`src/rtl/mano_io_pkg.sv`:
```
// Shared defaults and types for the Mano machine character I/O controller.
package mano_io_pkg;

  localparam int unsigned IO_DATA_W     = 8;
  localparam int unsigned IO_FIFO_DEPTH = 4;
  localparam int unsigned IO_FIFO_PTR_W = $clog2(IO_FIFO_DEPTH);

  typedef enum logic [0:0] {
    OUT_IDLE,
    OUT_SEND
  } out_state_e;

endpackage

```
`src/rtl/mano_io_fifo.sv`:
```
// Synchronous FIFO used as the optional input buffer in front of INPR.
// Pointers carry an extra wrap bit so full and empty are told apart without a counter.
module mano_io_fifo
  import mano_io_pkg::*;
#(
  parameter int unsigned Width = IO_DATA_W,
  parameter int unsigned Depth = IO_FIFO_DEPTH,
  parameter int unsigned AddrW = IO_FIFO_PTR_W
) (
  input  logic             clk_i,
  input  logic             rst_ni,
  input  logic             push_i,
  input  logic [Width-1:0] wdata_i,
  input  logic             pop_i,
  output logic [Width-1:0] rdata_o,
  output logic             full_o,
  output logic             empty_o
);

  logic [AddrW:0]   wr_ptr_q, rd_ptr_q;
  logic [Width-1:0] mem_q [Depth];
  logic             do_push, do_pop;

  assign full_o  = (wr_ptr_q[AddrW] != rd_ptr_q[AddrW]) &&
                   (wr_ptr_q[AddrW-1:0] == rd_ptr_q[AddrW-1:0]);
  assign empty_o = (wr_ptr_q == rd_ptr_q);
  assign do_push = push_i & ~full_o;
  assign do_pop  = pop_i & ~empty_o;
  assign rdata_o = mem_q[rd_ptr_q[AddrW-1:0]];

  always_ff @(posedge clk_i or negedge rst_ni) begin
    if (!rst_ni) begin
      wr_ptr_q <= '0;
      rd_ptr_q <= '0;
    end else begin
      if (do_push) wr_ptr_q <= wr_ptr_q + (AddrW + 1)'(1);
      if (do_pop)  rd_ptr_q <= rd_ptr_q + (AddrW + 1)'(1);
    end
  end

  always_ff @(posedge clk_i) begin
    if (do_push) mem_q[wr_ptr_q[AddrW-1:0]] <= wdata_i;
  end

endmodule

```
`src/rtl/mano_io_ctrl.sv`:
```
// Mano machine character I/O controller: INPR, FGI/FGO/IEN flags and interrupt request R.
// Define MANO_IO_INFIFO_EN to place a FIFO_DEPTH-entry input buffer in front of INPR.
module mano_io_ctrl
  import mano_io_pkg::*;
#(
  parameter int unsigned DATA_W     = IO_DATA_W,
  parameter int unsigned FIFO_DEPTH = IO_FIFO_DEPTH
) (
  input  logic              io_clock,
  input  logic              io_reset_n,
  input  logic              io_rx_valid,
  input  logic [DATA_W-1:0] io_rx_data,
  output logic              io_rx_ready,
  output logic              io_tx_valid,
  output logic [DATA_W-1:0] io_tx_data,
  input  logic              io_tx_ready,
  input  logic              io_cpu_inp,
  input  logic              io_cpu_out,
  input  logic [DATA_W-1:0] io_cpu_ac,
  input  logic              io_cpu_ion,
  input  logic              io_cpu_iof,
  input  logic              io_cpu_int_ack,
  output logic [DATA_W-1:0] io_inpr,
  output logic              io_fgi,
  output logic              io_fgo,
  output logic              io_ien,
  output logic              io_int_req,
  output logic              io_err
);

  out_state_e        out_state_q;
  logic [DATA_W-1:0] inpr_q, outr_q, inpr_src;
  logic              fgi_q, fgo_q, ien_q, tx_valid_q, err_q;
  logic              inpr_load, inp_ok, inp_err, out_err;

  if (FIFO_DEPTH < 2 || (FIFO_DEPTH & (FIFO_DEPTH - 1)) != 0) begin : g_bad_depth
    $error("mano_io_ctrl: FIFO_DEPTH must be a power of two >= 2");
  end

  assign inp_ok  = io_cpu_inp & fgi_q;
  assign inp_err = io_cpu_inp & ~fgi_q;
  assign out_err = io_cpu_out & (out_state_q == OUT_SEND);

`ifdef MANO_IO_INFIFO_EN
  logic              fifo_full, fifo_empty;
  logic [DATA_W-1:0] fifo_rdata;

  // Reload only while fgi is clear, so it can never share a cycle with a legal INP.
  assign inpr_load   = ~fgi_q & ~fifo_empty;
  assign inpr_src    = fifo_rdata;
  assign io_rx_ready = ~fifo_full;

  mano_io_fifo #(
    .Width (DATA_W),
    .Depth (FIFO_DEPTH),
    .AddrW ($clog2(FIFO_DEPTH))
  ) u_in_fifo (
    .clk_i   (io_clock),
    .rst_ni  (io_reset_n),
    .push_i  (io_rx_valid),
    .wdata_i (io_rx_data),
    .pop_i   (inpr_load),
    .rdata_o (fifo_rdata),
    .full_o  (fifo_full),
    .empty_o (fifo_empty)
  );
`else
  assign io_rx_ready = ~fgi_q;
  assign inpr_load   = io_rx_valid & ~fgi_q;
  assign inpr_src    = io_rx_data;
`endif

  always_ff @(posedge io_clock or negedge io_reset_n) begin
    if (!io_reset_n) begin
      inpr_q <= '0;
      fgi_q  <= 1'b0;
    end else if (inpr_load) begin
      inpr_q <= inpr_src;
      fgi_q  <= 1'b1;
    end else if (inp_ok) begin
      fgi_q  <= 1'b0;
    end
  end

  // Output FSM; fgo and tx_valid are registered alongside the state.
  always_ff @(posedge io_clock or negedge io_reset_n) begin
    if (!io_reset_n) begin
      out_state_q <= OUT_IDLE;
      outr_q      <= '0;
      tx_valid_q  <= 1'b0;
      fgo_q       <= 1'b1;
    end else begin
      unique case (out_state_q)
        OUT_IDLE: begin
          if (io_cpu_out) begin
            outr_q      <= io_cpu_ac;
            out_state_q <= OUT_SEND;
            tx_valid_q  <= 1'b1;
            fgo_q       <= 1'b0;
          end
        end
        OUT_SEND: begin
          if (io_tx_ready) begin
            out_state_q <= OUT_IDLE;
            tx_valid_q  <= 1'b0;
            fgo_q       <= 1'b1;
          end
        end
      endcase
    end
  end

  always_ff @(posedge io_clock or negedge io_reset_n) begin
    if (!io_reset_n) begin
      ien_q <= 1'b0;
      err_q <= 1'b0;
    end else begin
      if (io_cpu_int_ack || io_cpu_iof) begin
        ien_q <= 1'b0;
      end else if (io_cpu_ion) begin
        ien_q <= 1'b1;
      end
      if (inp_err || out_err) err_q <= 1'b1;
    end
  end

  assign io_inpr     = inpr_q;
  assign io_fgi      = fgi_q;
  assign io_fgo      = fgo_q;
  assign io_ien      = ien_q;
  assign io_tx_valid = tx_valid_q;
  assign io_tx_data  = outr_q;
  assign io_err      = err_q;
  assign io_int_req  = ien_q & (fgi_q | fgo_q);

endmodule

```
`config.mk`:
```
export PLATFORM = sky130hd
export DESIGN_NAME = mano_io_ctrl
export DESIGN_NICKNAME = d
export VERILOG_FILES = /design/src/rtl/mano_io_pkg.sv /design/src/rtl/mano_io_fifo.sv /design/src/rtl/mano_io_ctrl.sv
export SDC_FILE = /design/constraint.sdc
export NUM_CORES = 1
export LEC_CHECK = 0
export CORE_ASPECT_RATIO = 1.5
export CORE_MARGIN = 2
export CORE_UTILIZATION = 25
export CTS_CLUSTER_DIAMETER = 40
export DETAILED_ROUTE_END_ITERATION = 7
export GPL_TIMING_DRIVEN = 0
export PLACE_DENSITY = 0.61
export SKIP_LAST_GASP = 1
export SYNTH_ARGS = -nofsm -noshare
export SYNTH_HDL_FRONTEND = slang
export SYNTH_HIERARCHICAL = 1
export SYNTH_SLANG_ARGS = --single-unit
```
`constraint.sdc`:
```
create_clock -name io_clock -period 3.7 [get_ports io_clock]
set_clock_uncertainty 0.2 [all_clocks]
set_input_delay 0.74 -clock io_clock [delete_from_list [all_inputs] [get_ports io_clock]]
set_output_delay 0.74 -clock io_clock [all_outputs]
set_load 0.01 [all_outputs]
```
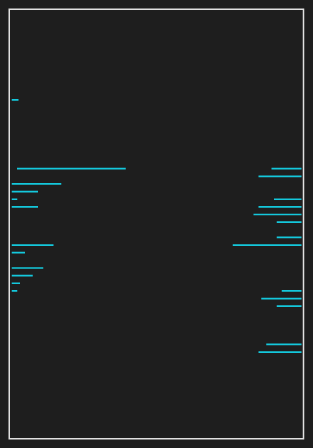
Figure 1: M3 wires.
The layer carries 138 um of wire. The wires run mostly horizontal. 24 nets have wire on it. The layer holds 7.9% of the routed length. The longest straight run is 19.1 um.
global-route met3 utilization: 1.76%
Detailed Route WL: 1.75 mm
routed via count: 598

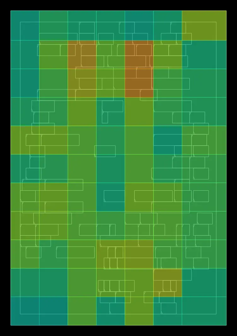
Figure 2: track usage over the die.
final core area utilization: 42.9%
gr busiest metal: met2

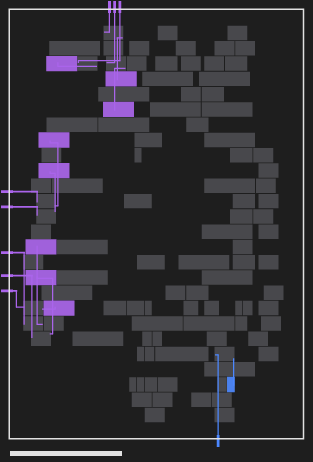
Figure 3: port wiring.
Scale bar: 20 um.
Key: `io_cpu_ion` = blue [direction input, edge bottom, end cells 1, buffers 1, wire 19.7 um]; `io_cpu_ac` = purple [direction input, edge 5 left, 3 top, end cells 8, buffers 8, wire 155 um]
IO Pins: 48
quantity of I/O buffers inserted on ports: 47

==> summary.rpt <==
IMPLEMENTATION SUMMARY REPORT
----------------------------------------------------
[Placed design]
  Worst Setup Slack post-DPL ........................ 1.43 ns
  Routability-driven placement congestion ratio ........................ 0.705
  Total instance count after detailed placement ........................ 145
  HPWL after DPL ........................ 1.37 mm

[Worst setup path]
  Kind of critical path ........................ flop to primary output
  Arr. time, crit path ........................ 1.47 ns
  Sum of buffers and inverters on the critical path ........................ 1
  Type of element capturing the critical path ........................ primary output
  Worst Path Required ........................ 2.76 ns
  Kind of start point of the critical path ........................ flop
  Register-to-Register Setup Slack ........................ 2.30 ns

[Final layout]
  Total of clock buffers placed in the layout ........................ 4
  Sequential cell area share ........................ 38.4%
  Relative area change from synthesis to final layout ........................ 65.4%
  Final-stage net count ........................ 133
  Nonclk inv count ........................ 3
  Logic Gate Count ........................ 29
  Layout cell share with drive strength beyond 1 ........................ 22.4%
  Number of filler cells placed in the layout ........................ 318
  Logic gate fraction of the total cell area ........................ 20.1%
  Number of signal-net buffers in the layout ........................ 49
  Number of sequential cells ........................ 22
  Register area ........................ 552 um^2

[Synth]
  Number of library cell types mapped by synthesis ........................ 17
  Dominant cell type by area after synthesis ........................ sky130_fd_sc_hd__dfrtp_1
  Net count after synthesis ........................ 81
  Simple logic cell fraction of the synthesized area ........................ 3.60%
  Compound-gate portion of the synthesized area ........................ 5.48%
  Count of flip-flops with a built-in enable after synthesis ........................ 0
  Area fraction in full adders, half adders and majority gates ........................ 0%
  Register bit total from synthesis ........................ 22
  Biggest area contributors in the synthesized netlist ........................ sky130_fd_sc_hd__dfrtp_1, sky130_fd_sc_hd__mux2_4, sky130_fd_sc_hd__mux2_2, sky130_fd_sc_hd__dfstp_2, sky130_fd_sc_hd__a221o_2

[Global routing]
  All-layer global routing usage ........................ 9.18%
  Pin count of the biggest net entering global routing ........................ 23

[Clock tree]
  Cell chosen for the clock root ........................ sky130_fd_sc_hd__clkbuf_8
  Post-cts sizing count ........................ 0
  # Post-CTS Setup Buffers ........................ 0

[Drt]
  Residual DRC ........................ 0

[Pwr]
  Pwr per Cell Area ........................ 495 nW/um^2
  Static power due to leakage ........................ 0.602 nW
  Maximum resistive drop on vdd ........................ 0.224 mV

[Timing]
  Final setup vio count ........................ 0

[Floorplanning]
  Number of placement rows ........................ 26

[Outcome]
  Result of the run ........................ completed

[Worst hold path]
  Worst min path class ........................ flop to flop

----------------------------------------------------
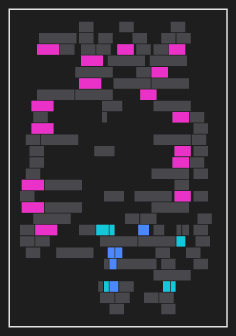
Figure 4: gate families picked out.
Key: aoi and oai cells = blue [cells 5, most used o21ai_0, where bottom middle]; nor cells = cyan [cells 6, most used nor2_1]; mux cells = magenta [cells 16]

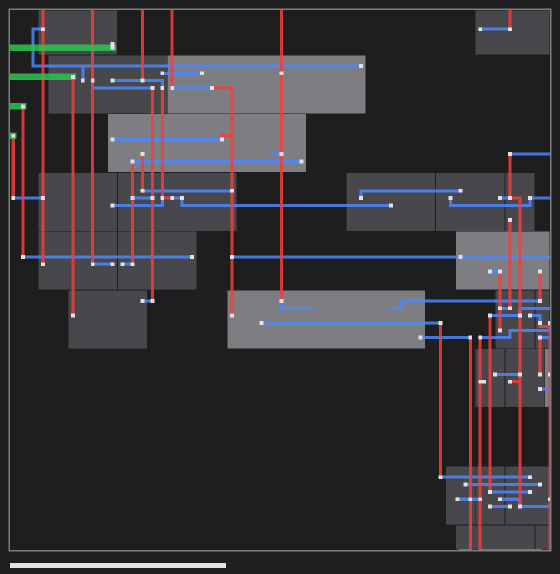
Figure 5: close-up of the layout.
Scale bar: 10 um. Region (1, 7) to (26, 32) um. Cells in grey, sequential cells in the stronger grey; small squares are vias.
Key: M1 = blue; M3 = green; M2 = red
Most frequent: clkdlybuf4s50_1 (5), dfrtp_1 (3). Netlist names of flops here include `io_tx_data` (2), `io_tx_valid` (1). 20 logic cells have their middle in the window. Sequential cells in the window: 3.

power by group:
group	internal (mW)	total, mW	switching [mW]
combinational	0.164	0.241	0.0771
sequential	0.293	0.324	0.0306
clock	0.0765	0.146	0.0694
total	0.534	0.711	0.177
flip-flops by register name, indices dropped and copies added, names as in the netlist:
signal,flops
io_err,1
io_fgi,1
io_fgo,1
io_ien,1
io_inpr,8
io_tx_data,8
io_tx_valid,1
out_state_q,1
worst max-delay path by stage:
stage          cells past startpoint  slack, ns        start            end
2_1_floorplan                      3       2.02  io_rx_valid     io_inpr[0]
3_3_place_gp                       4       1.44   io_cpu_out  io_tx_data[5]
3_5_place_dp                       4       1.43   io_cpu_out  io_tx_data[0]
4_1_cts                            2       1.27       io_fgo     io_int_req
5_1_grt                            2       1.23       io_fgo     io_int_req
6_report                           2       1.29       io_fgo     io_int_req
per-layer routing:
layer / share of wire [%] / vias to the layer above / global-route usage (%)
li1: - / 296 / -
met4: 0.69 / 0 / 3.95
met2: 53 / 24 / 15.7
met3: 7.8 / 2 / 1.76
met5: 0 / - / 0
met1: 39 / 276 / 10.7
stage by stage:
step | utilization (%) | area, um^2
floorplan | - | 868
global placement | 41.5 | 1390
detailed placement | 41.5 | 1390
CTS | 42.9 | 1440
global route | 42.9 | 1440
finish | 42.9 | 1440
cells in the final DEF, fill, tap and decap left out, drive strengths merged:
| cell type | n |
|---|---|
| o21ai | 2 |
| dfstp | 1 |
| inv | 3 |
| clkbuf | 4 |
| o21a | 1 |
| clkdlybuf4s50 | 47 |
| dfrtp | 21 |
| nor2 | 3 |
| buf | 2 |
| nor2b | 2 |
| a221o | 1 |
| nor3 | 1 |
| mux2 | 16 |
| o22ai | 1 |
| o21bai | 1 |
| a21oi | 1 |
Power is estimated from default activity; no workload was simulated.
